===== src/rtl/sram_cfg_pkg.sv =====
// Mode constants and row/slot helper functions shared by the aspect-ratio
// controller. Helpers work on a wide row_t so any ROW_W up to MAX_ROW_W can
// use them. Callers size-cast the result down to their own row width.
package sram_cfg_pkg;

  localparam int MAX_ROW_W = 256;
  typedef logic [MAX_ROW_W-1:0] row_t;

  // Mode encodings for a 32-bit row. Mode k gives words of 32>>k bits.
  typedef enum logic [2:0] {
    MODE_X32 = 3'd0,
    MODE_X16 = 3'd1,
    MODE_X8  = 3'd2,
    MODE_X4  = 3'd3,
    MODE_X2  = 3'd4,
    MODE_X1  = 3'd5
  } mode32_e;

  // Mask of w ones, right-aligned.
  function automatic row_t lane_ones(input int w);
    row_t ones;
    ones = '1;
    return ones >> (MAX_ROW_W - w);
  endfunction

  // Bit-line write mask for a narrow word sitting in the given slot.
  function automatic row_t wmask_f(input int mode, input int slot, input int row_w = 32);
    int w;
    w = row_w >> mode;
    return lane_ones(w) << (slot * w);
  endfunction

  // Narrow word in the given slot, right-aligned and zero-extended.
  function automatic row_t extract_f(input int mode, input int slot, input row_t row,
                                     input int row_w = 32);
    int w;
    w = row_w >> mode;
    return (row >> (slot * w)) & lane_ones(w);
  endfunction

endpackage


===== src/rtl/sram_rsp_fifo.sv =====
// Read-response buffer: DEPTH x WIDTH synchronous FIFO with an occupancy count.
// Ports: clk, rst (sync, active-high); push/push_data write side;
// pop/pop_data read side (pop_data shows the head entry, zero when empty);
// count = number of stored entries.
// Push and pop in the same cycle are allowed even when full. The caller
// never pushes into a full FIFO unless it also pops.
module sram_rsp_fifo #(
  parameter  int WIDTH = 32,
  parameter  int DEPTH = 2,
  localparam int PTR_W = (DEPTH > 1) ? $clog2(DEPTH) : 1,
  localparam int CNT_W = $clog2(DEPTH + 1)
) (
  input  logic             clk,
  input  logic             rst,
  input  logic             push,
  input  logic [WIDTH-1:0] push_data,
  input  logic             pop,
  output logic [WIDTH-1:0] pop_data,
  output logic [CNT_W-1:0] count
);

  localparam logic [PTR_W-1:0] LAST = PTR_W'(DEPTH - 1);

  logic [DEPTH-1:0][WIDTH-1:0] mem;
  logic [PTR_W-1:0]            wr_ptr, rd_ptr;

  function automatic logic [PTR_W-1:0] nxt(input logic [PTR_W-1:0] p);
    return (p == LAST) ? '0 : p + 1'b1;
  endfunction

  // Storage is not reset; the count gates what is visible.
  always_ff @(posedge clk)
    if (push) mem[wr_ptr] <= push_data;

  always_ff @(posedge clk) begin
    if (rst) begin
      wr_ptr <= '0;
      rd_ptr <= '0;
      count  <= '0;
    end else begin
      if (push) wr_ptr <= nxt(wr_ptr);
      if (pop)  rd_ptr <= nxt(rd_ptr);
      count <= count + CNT_W'(push) - CNT_W'(pop);
    end
  end

  assign pop_data = (count != '0) ? mem[rd_ptr] : '0;

endmodule


===== src/rtl/sram_aspect_ctrl.sv =====
// Aspect-ratio access controller in front of a ROW_W-wide SRAM macro.
// Narrow words (ROW_W>>mode bits) are mapped onto rows: the row address and
// slot come from the narrow address, writes replicate the word across all
// slots under a slot mask, and reads extract the slot right-aligned.
// Ports:
//   cfg_valid/cfg_mode/cfg_ready/cfg_err/mode : mode configuration
//   req_valid/req_ready/req_we/req_addr/req_wdata : fabric request
//   sram_en/we/addr/wmask/wdata, sram_rdata : macro side (registered drive)
//   rsp_valid/rsp_ready/rsp_rdata : in-order read responses
// Credits (in-flight reads + buffered responses) throttle requests so the
// response buffer can never overflow.
module sram_aspect_ctrl
  import sram_cfg_pkg::*;
#(
  parameter  int ROW_W      = 32,
  parameter  int ROW_ADDR_W = 10,
  parameter  int RD_LAT     = 1,
  parameter  int RSP_DEPTH  = 2,
  localparam int SLOT_W     = $clog2(ROW_W),
  localparam int ADDR_W     = ROW_ADDR_W + SLOT_W,
  localparam int MODE_W     = $clog2(SLOT_W + 1)
) (
  input  logic                  clk,
  input  logic                  rst,
  input  logic                  cfg_valid,
  input  logic [MODE_W-1:0]     cfg_mode,
  output logic                  cfg_ready,
  output logic                  cfg_err,
  output logic [MODE_W-1:0]     mode,
  input  logic                  req_valid,
  output logic                  req_ready,
  input  logic                  req_we,
  input  logic [ADDR_W-1:0]     req_addr,
  input  logic [ROW_W-1:0]      req_wdata,
  output logic                  sram_en,
  output logic                  sram_we,
  output logic [ROW_ADDR_W-1:0] sram_addr,
  output logic [ROW_W-1:0]      sram_wmask,
  output logic [ROW_W-1:0]      sram_wdata,
  input  logic [ROW_W-1:0]      sram_rdata,
  output logic                  rsp_valid,
  input  logic                  rsp_ready,
  output logic [ROW_W-1:0]      rsp_rdata
);

  localparam int                CRD_W    = $clog2(RSP_DEPTH + 1);
  localparam logic [MODE_W-1:0] MAX_MODE = MODE_W'(SLOT_W);
  localparam logic [CRD_W-1:0]  CRD_MAX  = CRD_W'(RSP_DEPTH);

  logic [CRD_W-1:0] credits, fifo_cnt;
  logic             cfg_fire, acc, rd_acc, pop;

  // Config may only land when nothing is in flight. With cfg_valid low an
  // idle controller still reports not-ready when a request is taken now.
  assign cfg_ready = (credits == '0) & (cfg_valid | ~req_valid);
  assign cfg_fire  = cfg_valid & cfg_ready;
  assign req_ready = (credits < CRD_MAX) & ~cfg_fire;
  assign acc       = req_valid & req_ready;
  assign rd_acc    = acc & ~req_we;
  assign pop       = rsp_valid & rsp_ready;

  // ---------------- mode register ----------------
  always_ff @(posedge clk) begin
    if (rst) begin
      mode    <= MODE_W'(MODE_X32);
      cfg_err <= 1'b0;
    end else begin
      cfg_err <= cfg_fire & (cfg_mode > MAX_MODE);
      if (cfg_fire && cfg_mode <= MAX_MODE) mode <= cfg_mode;
    end
  end

  // ---------------- request decode ----------------
  int                  word_w;
  logic [SLOT_W-1:0]   slot;
  logic [ROW_ADDR_W-1:0] row;
  logic [ROW_W-1:0]    wrep, wmask_n;

  always_comb begin
    word_w = ROW_W >> mode;
    row    = ROW_ADDR_W'(req_addr >> mode);
    // Slot is the low 'mode' address bits; empty in full-row mode.
    for (int i = 0; i < SLOT_W; i++) slot[i] = req_addr[i] & (i < int'(mode));
    // Replicate the narrow word into every slot.
    for (int i = 0; i < ROW_W; i++) wrep[i] = req_wdata[i & (word_w - 1)];
    wmask_n = ROW_W'(wmask_f(int'(mode), int'(slot), ROW_W));
  end

  always_ff @(posedge clk) begin
    if (rst) begin
      sram_en    <= 1'b0;
      sram_we    <= 1'b0;
      sram_addr  <= '0;
      sram_wmask <= '0;
      sram_wdata <= '0;
    end else begin
      sram_en    <= acc;
      sram_we    <= acc & req_we;
      sram_addr  <= acc ? row : '0;
      sram_wmask <= (acc & req_we) ? wmask_n : '0;
      sram_wdata <= (acc & req_we) ? wrep : '0;
    end
  end

  // ---------------- read tag pipe ----------------
  // Stage 0 lines up with sram_en; stage RD_LAT lines up with valid rdata.
  // The mode travels with the tag so a later mode change cannot corrupt it.
  logic [RD_LAT:0]             vld_pipe;
  logic [RD_LAT:0][SLOT_W-1:0] slot_pipe;
  logic [RD_LAT:0][MODE_W-1:0] mode_pipe;
  logic [ROW_W-1:0]            push_data;

  always_ff @(posedge clk) begin
    if (rst) vld_pipe <= '0;
    else     vld_pipe <= {vld_pipe[RD_LAT-1:0], rd_acc};
  end

  always_ff @(posedge clk) begin
    slot_pipe <= {slot_pipe[RD_LAT-1:0], slot};
    mode_pipe <= {mode_pipe[RD_LAT-1:0], mode};
  end

  assign push_data = ROW_W'(extract_f(int'(mode_pipe[RD_LAT]), int'(slot_pipe[RD_LAT]),
                                      row_t'(sram_rdata), ROW_W));

  // ---------------- credits ----------------
  always_ff @(posedge clk) begin
    if (rst) credits <= '0;
    else     credits <= credits + CRD_W'(rd_acc) - CRD_W'(pop);
  end

  sram_rsp_fifo #(
    .WIDTH (ROW_W),
    .DEPTH (RSP_DEPTH)
  ) u_rsp_fifo (
    .clk       (clk),
    .rst       (rst),
    .push      (vld_pipe[RD_LAT]),
    .push_data (push_data),
    .pop       (pop),
    .pop_data  (rsp_rdata),
    .count     (fifo_cnt)
  );

  assign rsp_valid = fifo_cnt != '0;

endmodule


===== config.mk =====
export PLATFORM = sky130hd
export DESIGN_NAME = sram_aspect_ctrl
export DESIGN_NICKNAME = d
export VERILOG_FILES = /design/src/rtl/sram_cfg_pkg.sv /design/src/rtl/sram_rsp_fifo.sv /design/src/rtl/sram_aspect_ctrl.sv
export SDC_FILE = /design/constraint.sdc
export NUM_CORES = 1
export LEC_CHECK = 0
export ABC_CLOCK_PERIOD_IN_PS = 7200
export CAP_MARGIN = 20
export CORE_MARGIN = 2
export CORE_UTILIZATION = 55
export CTS_CLUSTER_SIZE = 16
export DETAILED_ROUTE_END_ITERATION = 7
export PLACE_DENSITY = 0.82
export SLEW_MARGIN = 5
export SYNTH_ARGS = -nofsm -noshare
export SYNTH_HDL_FRONTEND = slang
export SYNTH_SLANG_ARGS = --single-unit

===== constraint.sdc =====
create_clock -name clk -period 7.2 [get_ports clk]
set_input_delay 2.16 -clock clk [delete_from_list [all_inputs] [get_ports clk]]
set_output_delay 2.16 -clock clk [all_outputs]
set_load 0.01 [all_outputs]

**Run 1: metal 4**

Cells faint in the background.
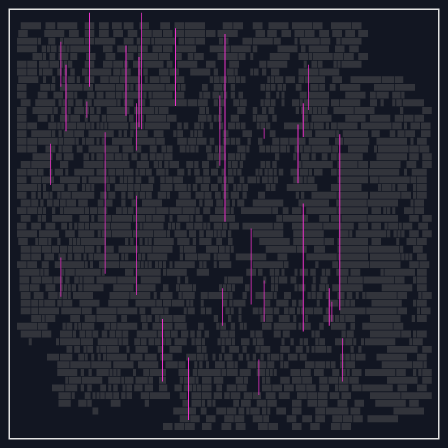
The layer holds 2.1% of the routed length. The longest straight run is 66.0 um.

**Run 1: clock routing**

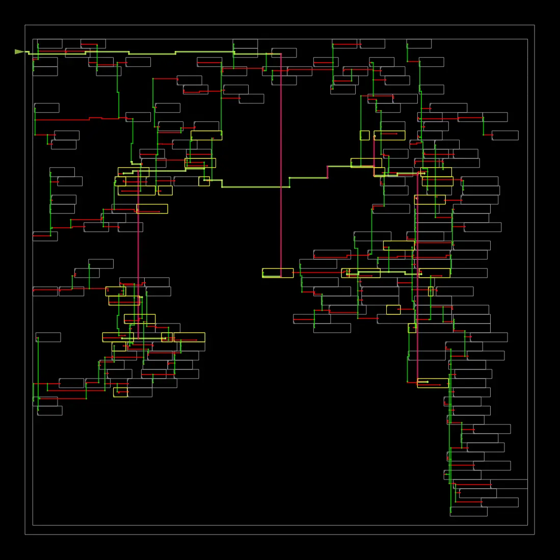
flip-flops: 168
Clock Sinks: 168
number of clock buffers in the layout: 18
worst clock skew on the final layout: 10.30 ps
clock network power: 0.933 mW

**Run 1: placement by cell class**

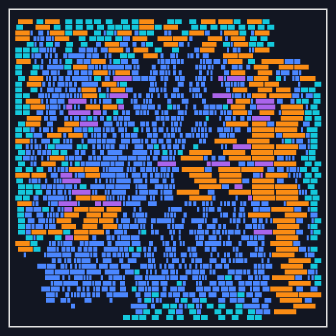
Key: other buffers and delay cells = cyan [cells 226]; all other logic = blue [cells 1088]; flip-flops = orange [cells 168]; clock drivers and dummy loads = purple [cells 32]

==> results_dict.tcl, run 1 <==
# place-and-route summary
set metrics [dict create \
    area_growth_syn_to_layout_pct 23.30 \
    synth_flops 168 \
    max_cap_violations 0 \
    intPower_mw 2.374 \
    lay_top_count "clkdlybuf4s50_1" \
    rsz0062_at_grt "false" \
    io-pin-count 203 \
    run_status "finished, final reports clean" \
    synth.top_cell.area_share 0.1750 \
    gr-usage-met3 0.06627 \
    drt_first_pass_iters 6 \
    dieHeight_um 151.1 \
    clock_latency_ps 440 \
    diodes 0 \
    netlist.top_cell.by_instances "nor2_1" \
    crit_type "primary input to register" \
    whs_ps 327.8 \
    grt_start_max_net_pins 46 \
    preCtsSetupSlack_ps 563.7 \
    power_frac_seq 0.304 \
    drc_violations_left 0 \
    fin_nets 1676 \
    mappedNetlistArea_mm2 0.01190 \
    placeableCoreArea_mm2 0.02115 \
    detail_route.wirelength.met1_um 14050 \
    drt_iter0_markers 1136 \
    worst-r2r-cell-count 16 \
    ys_dominant_reg_cell "dfxtp_1" \
    yosysWarnings 0 \
    grt_remaining_overflow 0 \
    relSlewSlack 0.3370 \
    layout.core_utilization 0.6934 \
    power_leader "combinational cells" \
    r2r_end "u_rsp_fifo.mem[17]" \
    hold_path.class "register to register" \
    common_cells "nor2_1, mux2i_1, nand2_1" \
    holdBufCountCts 0 \
    avgViaCountPerCell 6.039 \
    grt_util_met1 0.4025 \
    critical_path_peak_fanout 10 \
    comb_power_share 0.457 \
    ctsResizeCount 0 \
    edf_count 64 \
    core_util_floorplan 0.5624 \
    met3RoutedLength_um 3078 \
    worst_setup_path_end_kind "register" \
    fmaxAchievable_mhz 159.3 \
    place_congestion 0.9769 \
    std_cell_rows 53 \
    holdCritStartpoint "slot_pipe[2]" \
    tritoncts.num_buffers 17 \
    slowest_stage "clkdlybuf4s50_1" \
    synthDistinctLibCells 78 \
    postCtsSetupBuffers 0 \
    synthesis.area_per_instance_um2 8.958 \
    timing.critical_path.slowest_cell_delay_ps 670 \
    first_global_vias 10250 \
    floorplan.die.width_um 151.1 \
    power-per-cell-area_mw_per_mm2 266.4 \
    crit_path_cell_trace "clkdlybuf4s50_1 > nand3_1 > fa_1 > inv_1 > ha_1 > fa_1 > fa_1 > a211oi_1 > nor2_1 > xor2_1 > nor3_1 > nand4_1 > o32ai_1" \
    placed_cells_incl_taps 1755 \
    rr_startpoint "mode_pipe[5]" \
    yosysCellCount 1328 \
    final_period_minus_worst_setup_slack_ps 6277 \
    postSynthSeqShare 0.3366 \
    post_synthesis_cell_type_with_the_largest_combined_area "dfxtp_1" \
    proportion_of_synthesized_flip_flops_having_asynchronous_set_or_reset 0 \
    most_instantiated_logic_cells_after_routing "clkdlybuf4s50_1, nor2_1, mux2i_1" \
    hold_path_depth 0 \
    finish.cell_count_without_fillers 1789 \
    top_layer "met4" \
    routed-via-count 10800 \
    share_of_layout_cells_above_drive_strength_1 0.06539 \
    finalSetupViolCount 0 \
    largest_register_ff_count 64 \
    grt_antenna_before_repair 0 \
    place.detailed.hpwl_um 24930 \
    overall_power_mw 3.908 \
    clkTransAtPathRegs_ps 70 \
    fillerInstances 1694 \
]
==> run 1: logic make-up (layout without fill, tap and decap cells) <==
logic type / count (synthesis) / after routing / synth area share
compound gates: 269 / 269 / 0.1516
buf+inv: 163 / 335 / 0.06121
flops: 168 / 168 / 0.3366
fa+ha+maj: 89 / 89 / 0.1096
other cells: 2 / 16 / 0.0006313
mux: 153 / 153 / 0.1418
simple gates: 469 / 469 / 0.1876
xor+xnor: 15 / 15 / 0.01104
==> run 1: cell type report <==
| cell class | count | area share |
|---|---|---|
| Clock buffer | 18 | 0.03071 |
| Clock inverter | 14 | 0.01024 |
| Inverter | 77 | 0.01970 |
| Multi-Input combinational cell | 1011 | 0.4924 |
| Sequential cell | 168 | 0.2731 |
| Tap cell | 275 | 0.02346 |
| Timing Repair Buffer | 226 | 0.1505 |
--- run 2 (diff from run 1) ---
CAP_MARGIN = not set   (was 20)
RECOVER_POWER = 25   (was not set)
**Run 2: clock routing**

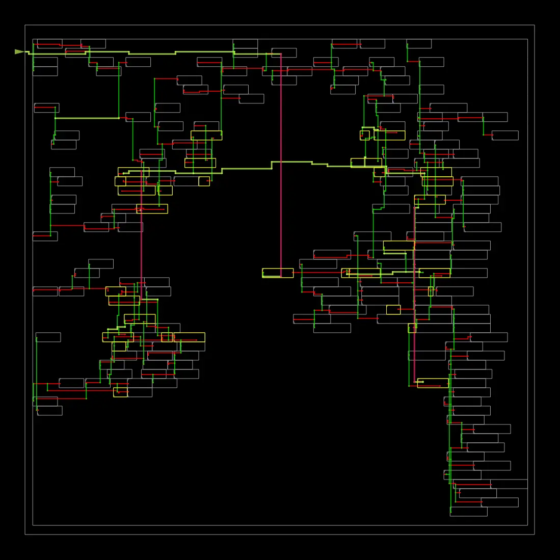
clock network power: 0.930 mW
clock latency on the worst-skew pair: 430 ps
worst clock skew on the final layout: 10.23 ps
number of buffers created by CTS: 17

==> results_dict.tcl, run 2 <==
# place-and-route summary
set metrics [dict create \
    met3RoutedLength_um 3077 \
    post_synthesis_cell_type_with_the_largest_combined_area "dfxtp_1" \
    finish.cell_count_without_fillers 1787 \
    mappedNetlistArea_mm2 0.01190 \
    io-pin-count 203 \
    dieHeight_um 151.1 \
    timing.critical_path.slowest_cell_delay_ps 730 \
    synthesis.area_per_instance_um2 8.958 \
    routed-via-count 10820 \
    power_frac_seq 0.306 \
    floorplan.die.width_um 151.1 \
    gr-usage-met3 0.06627 \
    slowest_stage "dlygate4sd3_1" \
    critical_path_peak_fanout 10 \
    std_cell_rows 53 \
    mux_share 0.1418 \
    holdBufCountCts 0 \
    intPower_mw 2.360 \
    grt_remaining_overflow 0 \
    yosysWarnings 0 \
    largest_register_ff_count 64 \
    synth.top_cell.area_share 0.1750 \
    grt_util_met1 0.4025 \
    post_synth_adder_cell_area 0.1096 \
    synthDistinctLibCells 78 \
    overall_power_mw 3.888 \
    clock_sinks 168 \
    detail_route.wirelength.met1_um 14020 \
    relSlewSlack -0.2049 \
    proportion_of_synthesized_flip_flops_having_asynchronous_set_or_reset 0 \
    lay_top_count "clkdlybuf4s50_1" \
    avgViaCountPerCell 6.055 \
    comb_power_share 0.455 \
    power-per-cell-area_mw_per_mm2 265.8 \
    hold_path.class "register to register" \
    preCtsSetupSlack_ps 563.7 \
    clkTransAtPathRegs_ps 70 \
    run_status "finished, violations left" \
    yosys.area_share.aoi 0.1516 \
    layout.core_utilization 0.6914 \
    placeableCoreArea_mm2 0.02115 \
    most_instantiated_logic_cells_after_routing "clkdlybuf4s50_1, nor2_1, mux2i_1" \
    rsz0062_at_grt "false" \
    drv_slew 66 \
    ctsResizeCount 0 \
    worst-r2r-cell-count 16 \
    drc_violations_left 0 \
    grt_antenna_before_repair 0 \
    area_growth_syn_to_layout_pct 22.95 \
    common_cells "nor2_1, mux2i_1, nand2_1" \
    drt_iter0_markers 1143 \
    violated_checks "max-capacitance violations, max-slew violations" \
    fmaxAchievable_mhz 158.2 \
    edf_count 64 \
    ys_dominant_reg_cell "dfxtp_1" \
    worst_setup_path_end_kind "register" \
    max_cap_violations 2 \
    finalSetupViolCount 0 \
    yosysCellCount 1328 \
    final_period_minus_worst_setup_slack_ps 6320 \
    crit_type "primary input to register" \
    diodes 0 \
    placed_cells_incl_taps 1755 \
    synth_flops 168 \
    top_layer "met4" \
    place.detailed.hpwl_um 24930 \
    postSynthSeqShare 0.3366 \
    postCtsSetupBuffers 0 \
    post_synth_main_logic_family "simple AND/OR/NAND/NOR gates" \
    crit_path_cell_trace "dlygate4sd3_1 > nand3_1 > fa_1 > inv_1 > ha_1 > fa_1 > fa_1 > a211oi_1 > nor2_1 > xor2_1 > nor3_1 > and3_1 > nand2_1 > o32ai_1" \
    fin_nets 1674 \
    first_global_vias 10250 \
    fillerInstances 1707 \
    synth.cellmix.xorXnorShare 0.01104 \
    place_congestion 0.9769 \
]
==> run 2: final timing paths <==
| kind | startpoint | to |
|---|---|---|
| setup / recovery | req_addr[0] | sram_wmask[31] |
| hold reg to reg | slot_pipe[2] | slot_pipe[7] |
| setup reg to reg | mode_pipe[5] | u_rsp_fifo.mem[17] |
| hold / removal | slot_pipe[2] | slot_pipe[7] |
==> run 2: final cells by class <==
type                    instances  area [um2]  area share
multi-input cells            1011        7219      0.4936
well taps                     275       344.1     0.02352
inverters                      77       289.0     0.01976
flip-flops and latches        168        4005      0.2738
clock inverters                14       150.1     0.01027
clock buffers                  18       450.4     0.03080
repair buffers                224        2168      0.1482
--- run 3 (diff from run 2) ---
CAP_MARGIN = 20   (was not set)
**Run 3: placement by cell class**

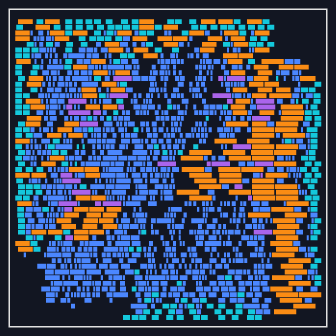
Key: flip-flops = orange [cells 168]; clock drivers and dummy loads = purple [cells 32]; all other logic = blue [cells 1088]; other buffers and delay cells = cyan [cells 226]

==> results_dict.tcl, run 3 <==
# place-and-route summary
set metrics [dict create \
    run_status "finished, violations left" \
    violated_checks "max-capacitance violations, max-slew violations" \
    place_congestion 0.9769 \
    rsz0062_at_grt "false" \
    whs_ps 328.0 \
    power.clock.total_mw 0.929 \
    grt_start_max_net_pins 46 \
    gr-usage-met3 0.06627 \
    synthDistinctLibCells 78 \
    avgViaCountPerCell 5.998 \
    routed-via-count 10730 \
    power-per-cell-area_mw_per_mm2 266.4 \
    area_growth_syn_to_layout_pct 23.12 \
    proportion_of_synthesized_flip_flops_having_asynchronous_set_or_reset 0 \
    synth.top_cell.area_share 0.1750 \
    placed_cells_incl_taps 1755 \
    detail_route.wirelength.met1_um 14200 \
    fillerInstances 1704 \
    post_synthesis_cell_type_with_the_largest_combined_area "dfxtp_1" \
    synthesis.area_per_instance_um2 8.958 \
    part_of_the_cycle_the_worst_path_needs 0.8784 \
    hold_path_depth 0 \
    mappedNetlistArea_mm2 0.01190 \
    worst_setup_path_end_kind "register" \
    intPower_mw 2.372 \
    slowest_stage "dlygate4sd3_1" \
    io-pin-count 203 \
    grt_antenna_before_repair 0 \
    common_cells "nor2_1, mux2i_1, nand2_1" \
    worst-path-stages 14 \
    power_leader "combinational cells" \
    worst-r2r-cell-count 16 \
    final_period_minus_worst_setup_slack_ps 6324 \
    cts_tree "built" \
    std_cell_rows 53 \
    holdBufCountCts 0 \
    floorplan.die.width_um 151.1 \
    edf_count 64 \
    fin_nets 1676 \
    share_of_layout_cells_above_drive_strength_1 0.06143 \
    tritoncts.num_buffers 17 \
    crit_type "primary input to register" \
    drt_iter0_markers 1178 \
    timing.critical_path.slowest_cell_delay_ps 730 \
    clkTransAtPathRegs_ps 70 \
    hold_path.class "register to register" \
    ff_latch_area_mm2 0.004005 \
    finalClockSkew_ps 8.880 \
    clock_sinks 168 \
    rr_startpoint "mode_pipe[5]" \
    clock_latency_ps 440 \
    synth_flops 168 \
    first_global_vias 10250 \
    max_cap_violations 2 \
    met3RoutedLength_um 2904 \
    overall_power_mw 3.901 \
    most_instantiated_logic_cells_after_routing "clkdlybuf4s50_1, nor2_1, mux2i_1" \
    worst_setup_path_startpoint "req_addr[0]" \
    top_layer "met4" \
    preCtsSetupSlack_ps 563.7 \
    lay_top_count "clkdlybuf4s50_1" \
    largest_register_ff_count 64 \
    power_frac_seq 0.305 \
    diodes 0 \
    layout.core_utilization 0.6924 \
    grt_remaining_overflow 0 \
    drc_violations_left 0 \
    postSynthSeqShare 0.3366 \
    finish.cell_count_without_fillers 1789 \
    crit_path_cell_trace "dlygate4sd3_1 > nand3_1 > fa_1 > inv_1 > ha_1 > fa_1 > fa_1 > a211oi_1 > nor2_1 > xor2_1 > nor3_1 > and3_1 > nand2_1 > o32ai_1" \
    critical_path_peak_fanout 10 \
    placeableCoreArea_mm2 0.02115 \
    yosysWarnings 0 \
    ys_dominant_reg_cell "dfxtp_1" \
    core_util_floorplan 0.5624 \
    grt_util_met1 0.4025 \
    comb_power_share 0.457 \
    drv_slew 66 \
    ctsResizeCount 0 \
    holdCritStartpoint "slot_pipe[2]" \
    dieHeight_um 151.1 \
    finalSetupViolCount 0 \
    r2r_end "u_rsp_fifo.mem[17]" \
    relSlewSlack -0.2079 \
    mi_logic_area_mm2 0.007219 \
    netlist.top_cell.by_instances "nor2_1" \
    yosysCellCount 1328 \
    fmaxAchievable_mhz 158.1 \
    drt_first_pass_iters 6 \
]
## run 3: cell counts after synthesis
No cell type changed its count.
## run 3: cell type report
cell class,instances,share of cell area
Clock inverter,14,0.01025
Sequential cell,168,0.2735
Tap cell,275,0.02349
Multi-Input combinational cell,1011,0.4929
Timing Repair Buffer,226,0.1494
Clock buffer,18,0.03075
Inverter,77,0.01973
## run 3: kinds of logic after synthesis
group,synth area share
and+or+nand+nor,0.1876
AOI/OAI and AO/OA,0.1516
DFF,0.3366
buffers and inverters,0.06121
muxes,0.1418
adders and majority gates,0.1096
xor gates and xnor gates,0.01104
other,0.0006313
Power figures rest on the tool's default switching activity, not on a simulated workload.
